[config.mk]
export PLATFORM = sky130hd
export DESIGN_NAME = filtro_multi_flat
export DESIGN_NICKNAME = d
export VERILOG_FILES = /design/src/rtl/filtro_multi_if.sv /design/src/rtl/filtro_multi.sv /design/src/flat_wrapper.sv
export SDC_FILE = /design/constraint.sdc
export NUM_CORES = 1
export LEC_CHECK = 0
export ABC_AREA = 0
export CORE_UTILIZATION = 35
export DETAILED_ROUTE_END_ITERATION = 10
export PLACE_DENSITY = 0.56
export SYNTH_ARGS = -nofsm -noshare
export SYNTH_HDL_FRONTEND = slang
export SYNTH_SLANG_ARGS = --single-unit
export TNS_END_PERCENT = 50
[constraint.sdc]
create_clock -name F_CLOCK_50 -period 2.6 [get_ports F_CLOCK_50]
set_input_delay 0.52 -clock F_CLOCK_50 [delete_from_list [all_inputs] [get_ports F_CLOCK_50]]
set_output_delay 0.52 -clock F_CLOCK_50 [all_outputs]
set_load 0.02 [all_outputs]
[src/rtl/filtro_multi_if.sv]
// Button filter bus: raw inputs and repeat enable in, filtered level and pulses out.
// Latency: none; this file only groups the signals.
// Backpressure: none; every output is a level or a single-cycle pulse.
interface filtro_multi_if #(
  parameter int N_CH = 4
);
  logic [N_CH-1:0] F_IN;
  logic            F_REPEAT_EN;
  logic [N_CH-1:0] F_LEVEL;
  logic [N_CH-1:0] F_PRESS;
  logic [N_CH-1:0] F_RELEASE;

  // Stimulus side (board or testbench)
  modport master (
    output F_IN,
    output F_REPEAT_EN,
    input  F_LEVEL,
    input  F_PRESS,
    input  F_RELEASE
  );

  // Filter side
  modport slave (
    input  F_IN,
    input  F_REPEAT_EN,
    output F_LEVEL,
    output F_PRESS,
    output F_RELEASE
  );
endinterface

[src/rtl/filtro_multi.sv]
// Multi-channel push-button filter: 2-flop sync, count debounce, press/release pulses, auto-repeat.
// Latency: level and press pulse appear DEBOUNCE_CYCLES+1 edges after the input is first sampled.
// Backpressure: none; pulses are one cycle wide and are not held for a consumer.
module filtro_multi #(
  parameter int N_CH            = 4,
  parameter int DEBOUNCE_CYCLES = 16,
  parameter int REPEAT_DELAY    = 1000,
  parameter int REPEAT_PERIOD   = 200
) (
  input  logic          F_CLOCK_50,
  input  logic          F_RESET_N,
  filtro_multi_if.slave bus
);

  localparam int CW      = (DEBOUNCE_CYCLES > 0) ? $clog2(DEBOUNCE_CYCLES + 1) : 1;
  localparam int RPT_MAX = (REPEAT_DELAY > REPEAT_PERIOD) ? REPEAT_DELAY : REPEAT_PERIOD;
  localparam int RW      = $clog2(RPT_MAX + 1);

  localparam logic [CW-1:0] DEB_LAST = CW'(DEBOUNCE_CYCLES - 1);
  localparam logic [RW-1:0] DLY_LAST = RW'(REPEAT_DELAY - 1);
  localparam logic [RW-1:0] PER_LAST = RW'(REPEAT_PERIOD - 1);

  typedef enum logic [1:0] {
    ST_IDLE,
    ST_DELAY,
    ST_REPEAT
  } state_e;

  logic [N_CH-1:0] level_vec;
  logic [N_CH-1:0] press_vec;
  logic [N_CH-1:0] release_vec;

  for (genvar i = 0; i < N_CH; i++) begin : gen_ch
    logic          s1_q, s2_q;
    logic          st_q, st_d;
    logic [CW-1:0] cnt_q, cnt_d;
    logic          rise, fall;
    state_e        state_q, state_d;
    logic [RW-1:0] rpt_q, rpt_d;
    logic          press_q, press_d;
    logic          rel_q, rel_d;

    // Two-flop synchroniser for the asynchronous button input
    always_ff @(posedge F_CLOCK_50 or negedge F_RESET_N) begin
      if (!F_RESET_N) begin
        s1_q <= 1'b0;
        s2_q <= 1'b0;
      end else begin
        s1_q <= bus.F_IN[i];
        s2_q <= s1_q;
      end
    end

    // Debounce: the level flips only after DEBOUNCE_CYCLES consecutive disagreeing samples
    always_comb begin
      st_d  = st_q;
      cnt_d = cnt_q;
      rise  = 1'b0;
      fall  = 1'b0;
      if (s2_q == st_q) begin
        cnt_d = '0;
      end else if (cnt_q == DEB_LAST) begin
        st_d  = s2_q;
        cnt_d = '0;
        rise  = s2_q;
        fall  = ~s2_q;
      end else begin
        cnt_d = cnt_q + 1'b1;
      end
    end

    // Press/repeat state machine; a falling level always beats a repeat terminal count
    always_comb begin
      state_d = state_q;
      rpt_d   = rpt_q;
      press_d = 1'b0;
      rel_d   = 1'b0;
      case (state_q)
        ST_IDLE: begin
          if (rise) begin
            press_d = 1'b1;
            state_d = ST_DELAY;
            rpt_d   = '0;
          end
        end
        ST_DELAY: begin
          if (fall) begin
            rel_d   = 1'b1;
            state_d = ST_IDLE;
          end else if (!bus.F_REPEAT_EN) begin
            rpt_d = '0;
          end else if (rpt_q == DLY_LAST) begin
            press_d = 1'b1;
            state_d = ST_REPEAT;
            rpt_d   = '0;
          end else begin
            rpt_d = rpt_q + 1'b1;
          end
        end
        ST_REPEAT: begin
          if (fall) begin
            rel_d   = 1'b1;
            state_d = ST_IDLE;
          end else if (!bus.F_REPEAT_EN) begin
            // Disabling mid-hold falls back so that re-enabling waits the full delay again
            state_d = ST_DELAY;
            rpt_d   = '0;
          end else if (rpt_q == PER_LAST) begin
            press_d = 1'b1;
            rpt_d   = '0;
          end else begin
            rpt_d = rpt_q + 1'b1;
          end
        end
        default: begin
          state_d = ST_IDLE;
          rpt_d   = '0;
        end
      endcase
    end

    // Channel state and registered outputs
    always_ff @(posedge F_CLOCK_50 or negedge F_RESET_N) begin
      if (!F_RESET_N) begin
        st_q    <= 1'b0;
        cnt_q   <= '0;
        state_q <= ST_IDLE;
        rpt_q   <= '0;
        press_q <= 1'b0;
        rel_q   <= 1'b0;
      end else begin
        st_q    <= st_d;
        cnt_q   <= cnt_d;
        state_q <= state_d;
        rpt_q   <= rpt_d;
        press_q <= press_d;
        rel_q   <= rel_d;
      end
    end

    assign level_vec[i]   = st_q;
    assign press_vec[i]   = press_q;
    assign release_vec[i] = rel_q;
  end

  assign bus.F_LEVEL   = level_vec;
  assign bus.F_PRESS   = press_vec;
  assign bus.F_RELEASE = release_vec;

endmodule

[src/flat_wrapper.sv]
// flat-port wrapper written by rule: the top's interface ports become plain ports
module filtro_multi_flat 
#(
  parameter int N_CH            = 4,
  parameter int DEBOUNCE_CYCLES = 16,
  parameter int REPEAT_DELAY    = 1000,
  parameter int REPEAT_PERIOD   = 200
)
  (F_CLOCK_50, F_RESET_N, bus_F_IN, bus_F_REPEAT_EN, bus_F_LEVEL, bus_F_PRESS, bus_F_RELEASE);
  filtro_multi_if #(.N_CH(N_CH)) bus_i ();
  input  logic F_CLOCK_50;
  input  logic F_RESET_N;
  input wire logic [$bits(bus_i.F_IN)-1:0] bus_F_IN;
  input wire logic [$bits(bus_i.F_REPEAT_EN)-1:0] bus_F_REPEAT_EN;
  output wire logic [$bits(bus_i.F_LEVEL)-1:0] bus_F_LEVEL;
  output wire logic [$bits(bus_i.F_PRESS)-1:0] bus_F_PRESS;
  output wire logic [$bits(bus_i.F_RELEASE)-1:0] bus_F_RELEASE;
  assign bus_i.F_IN = bus_F_IN;
  assign bus_i.F_REPEAT_EN = bus_F_REPEAT_EN;
  assign bus_F_LEVEL = bus_i.F_LEVEL;
  assign bus_F_PRESS = bus_i.F_PRESS;
  assign bus_F_RELEASE = bus_i.F_RELEASE;
  filtro_multi #(.N_CH(N_CH), .DEBOUNCE_CYCLES(DEBOUNCE_CYCLES), .REPEAT_DELAY(REPEAT_DELAY), .REPEAT_PERIOD(REPEAT_PERIOD)) u_core (.F_CLOCK_50(F_CLOCK_50), .F_RESET_N(F_RESET_N), .bus(bus_i));
endmodule
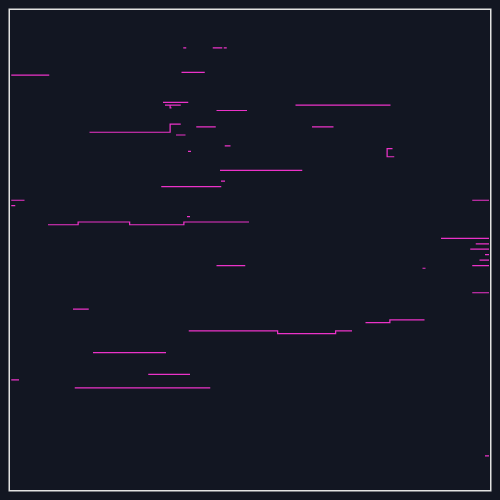
run_1/m3.png
Drawn at 4 px/um.
main direction: horizontal
longest straight run: 33.6 um
routed wire length: 10000 um
met3 track demand over resource in global routing: 4.80%
Via Count: 3807

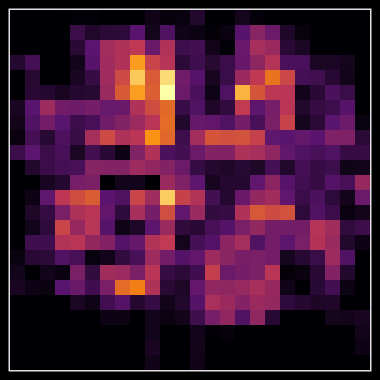
run_1/route_heat.png
Drawn at 3 px/um. The die is cut into 24 by 24 equal tiles; black is low, pale yellow is high, scaled to the fullest tile. Values are wire area over tile area, all layers added.
emptiest ninth of the die: south-west
nearly empty tiles: 25%
fullest tile: 0.55
mean over tiles: 0.11
tiles over half the peak: 7.3%
densest ninth of the die: center
total track usage: 15.2%
wire length per cell: 14.1 um

==> flow_summary.json, run 1 <==
{
  "met1Wirelength_um": 4850,
  "clk_path_buf_depth": 2,
  "yosysWarningCount": 0,
  "drtPass1Iterations": 4,
  "finalHoldWorstSlack_ns": 0.194,
  "path_delay_family": "AND-OR/OR-AND gates",
  "irDropWorstVdd_mv": 0.343,
  "slowest_stage": "o21ai_0",
  "numCtsBuffers": 9,
  "comb_share_pct": 44.4,
  "worst_setup_path_start_kind": "flip-flop",
  "ys_sh_aoi_pct": 16.1,
  "period_used_pct": 92.5,
  "layout.clock_buffers": 14,
  "top_regs": "u_core.gen_ch.rpt_q (40), u_core.gen_ch.cnt_q (20), u_core.gen_ch.state_q (8)",
  "grt_max_degree": 52,
  "outcome": "completed",
  "ys_top_cells_by_area": "dfrtp_1 45%, ha_1 6.2%, a22o_1 4.3%",
  "flops": 88,
  "nNetsFinal": 563,
  "netSwitchingPower_uw": 913,
  "dr_wl_met2_um": 4670,
  "drc": 0,
  "synth_sequential_area_ratio_pct": 45.2,
  "final_layout_fill_cell_count": 1331,
  "clock_net_power_uw": 1440,
  "ys_cells": 509,
  "yosysTopAreaCellShare_pct": 45.2,
  "top_logic_kind": "simple AND/OR/NAND/NOR gates",
  "syn-cell-area_um2": 4870,
  "final-nonclk-buf-share_pct": 4.54,
  "register_ranked_first_by_flip_flop_count": "u_core.gen_ch.rpt_q"
}
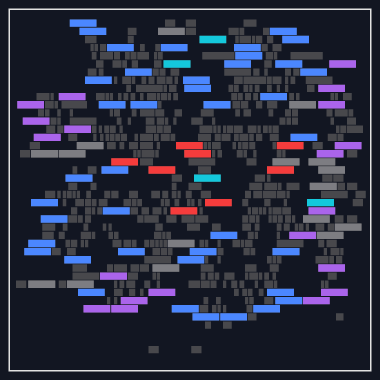
run_1/ff_map.png
Drawn at 3 px/um. Other sequential cells in the stronger gray, the rest of the logic in the fainter gray.
[`u_core.gen_ch.state_q`] red | flops: 8 | where: center
[`u_core.gen_ch.cnt_q`] purple | flops: 20
[`u_core.gen_ch.rpt_q`] blue | flops: 40
[`u_core.gen_ch.rel_q`] cyan | flops: 4
P_seq: 1480 uW
fraction of area in registers: 39.5%
final core area utilization: 41.6%
area taken by flip-flops and latches: 2200 um^2

run 1: cell usage in the layout (no fill, tap or decap), drive strengths merged, types with 3 or more instances in the layout:
cell	netlist	routed
a21o	4	4
a21oi	11	11
a22o	24	24
a31oi	14	14
a32oi	3	3
and2	14	14
and3	14	14
buf	15	11
clkbuf	1	14
clkdlybuf4s50	0	17
dfrtp	88	88
ha	24	24
inv	24	24
mux2	5	5
mux2i	5	5
nand2	47	47
nand2b	6	6
nand3	29	29
nand4b	4	4
nor2	53	53
nor2b	10	10
nor3	13	13
nor4	5	5
o21ai	34	34
or2	5	5
or3	3	3
or3b	4	4
or4	4	4
xor2	12	12
run_1/sizing.png
Drawn at 4 px/um.
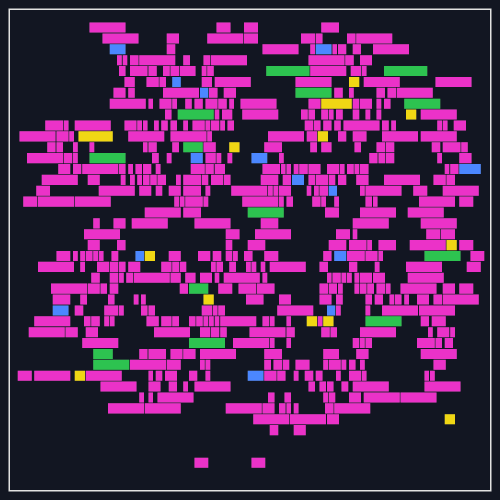

## Run 2: what changed since run 1
- CELL_PAD_IN_SITES_DETAIL_PLACEMENT: unset -> 0
- CELL_PAD_IN_SITES_GLOBAL_PLACEMENT: unset -> 1
- PLACE_DENSITY: 0.56 -> 0.66
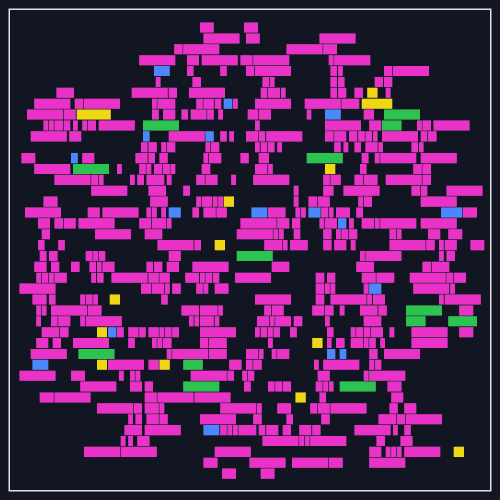
run_2/sizing.png
Drawn at 4 px/um.
[x6 and larger] green | cells: 13 | most used: clkbuf_16
[x1 and smaller] magenta | cells: 495 | most used: dfrtp_1
[x3 and x4] yellow | cells: 13 | most used: buf_4
[x2] blue | cells: 17 | most used: mux2_2

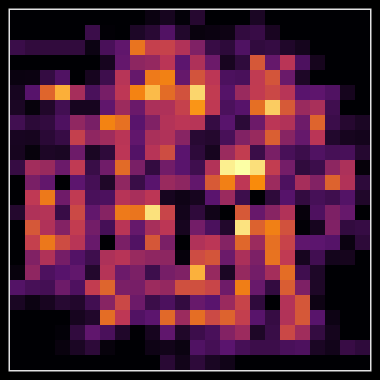
run_2/route_heat.png
Drawn at 3 px/um. The die is cut into 24 by 24 equal tiles; black is low, pale yellow is high, scaled to the fullest tile. Values are wire area over tile area, all layers added.
tiles over half the peak: 16%
densest ninth of the die: center
mean over tiles: 0.11
fullest tile: 0.44

==> run 2 against run 1 <==
- wire length grew 2.4%
- core utilization shrank 0.21 points
- largest power group unchanged
- flip-flop count is the same
- highest routed layer unchanged
- critical path depth is the same
- first-iteration DRC count shrank 11%
- critical endpoint is now u_core.gen_ch[1].rpt_q[8]
- largest cell class unchanged
==> flow_summary.json, run 2 <==
{
  "clk_path_buf_depth": 2,
  "path_delay_family": "simple AND/OR/NAND/NOR gates",
  "clock_net_power_uw": 1240,
  "most-common-layout-cells": "88 x dfrtp_1, 51 x nor2_1, 47 x nand2_1",
  "ys_top_cells_by_area": "dfrtp_1 45%, ha_1 6.2%, a22o_1 4.3%",
  "final-nonclk-buf-share_pct": 4.92,
  "top_regs": "u_core.gen_ch.rpt_q (40), u_core.gen_ch.cnt_q (20), u_core.gen_ch.state_q (8)",
  "p_seq_uw": 1480,
  "register_ranked_first_by_flip_flop_count": "u_core.gen_ch.rpt_q",
  "numCtsBuffers": 9,
  "dr_wl_met2_um": 4930,
  "grt_max_degree": 37,
  "outcome": "completed",
  "drc": 0,
  "total_track_usage_pct": 15.8,
  "period_used_pct": 86.9,
  "avgRoutedWirePerCell_um": 14.4,
  "slowest_stage": "nor4bb_1",
  "groute.layer.met3.usage_pct": 4.90,
  "seq_area_share_pct": 39.7,
  "final_layout_fill_cell_count": 1312,
  "syn-cell-area_um2": 4870,
  "yosysTopAreaCellShare_pct": 45.2,
  "seq_area_um2": 2200,
  "layout.clock_buffers": 13,
  "met1Wirelength_um": 4810
}
[run 2: kinds of logic after synthesis]
group	count (synthesis)	share of synthesized area [%]
AND/OR/NAND/NOR	221	24.1
flip-flops	88	45.2
adder cells (fa/ha/maj)	24	6.16
XOR/XNOR	12	2.16
buffers and inverters	40	4.08
AND-OR/OR-AND	114	16.1
multiplexers	10	2.18
[run 2: worst paths after layout]
kind,endpoint,slack [ns],cells after the start
worst max register to register,u_core.gen_ch[1].rpt_q[8],0.34,7
worst min-delay path,u_core.gen_ch[1].cnt_q[0],0.12,1
min in group F_CLOCK_50,u_core.gen_ch[3].s2_q,0.35,0
worst min register to register,u_core.gen_ch[3].s2_q,0.35,0
worst max-delay path,u_core.gen_ch[1].rpt_q[8],0.34,7
max in group asynchronous,u_core.gen_ch[2].cnt_q[3],1.79,2
Power is estimated from default activity; no workload was simulated.
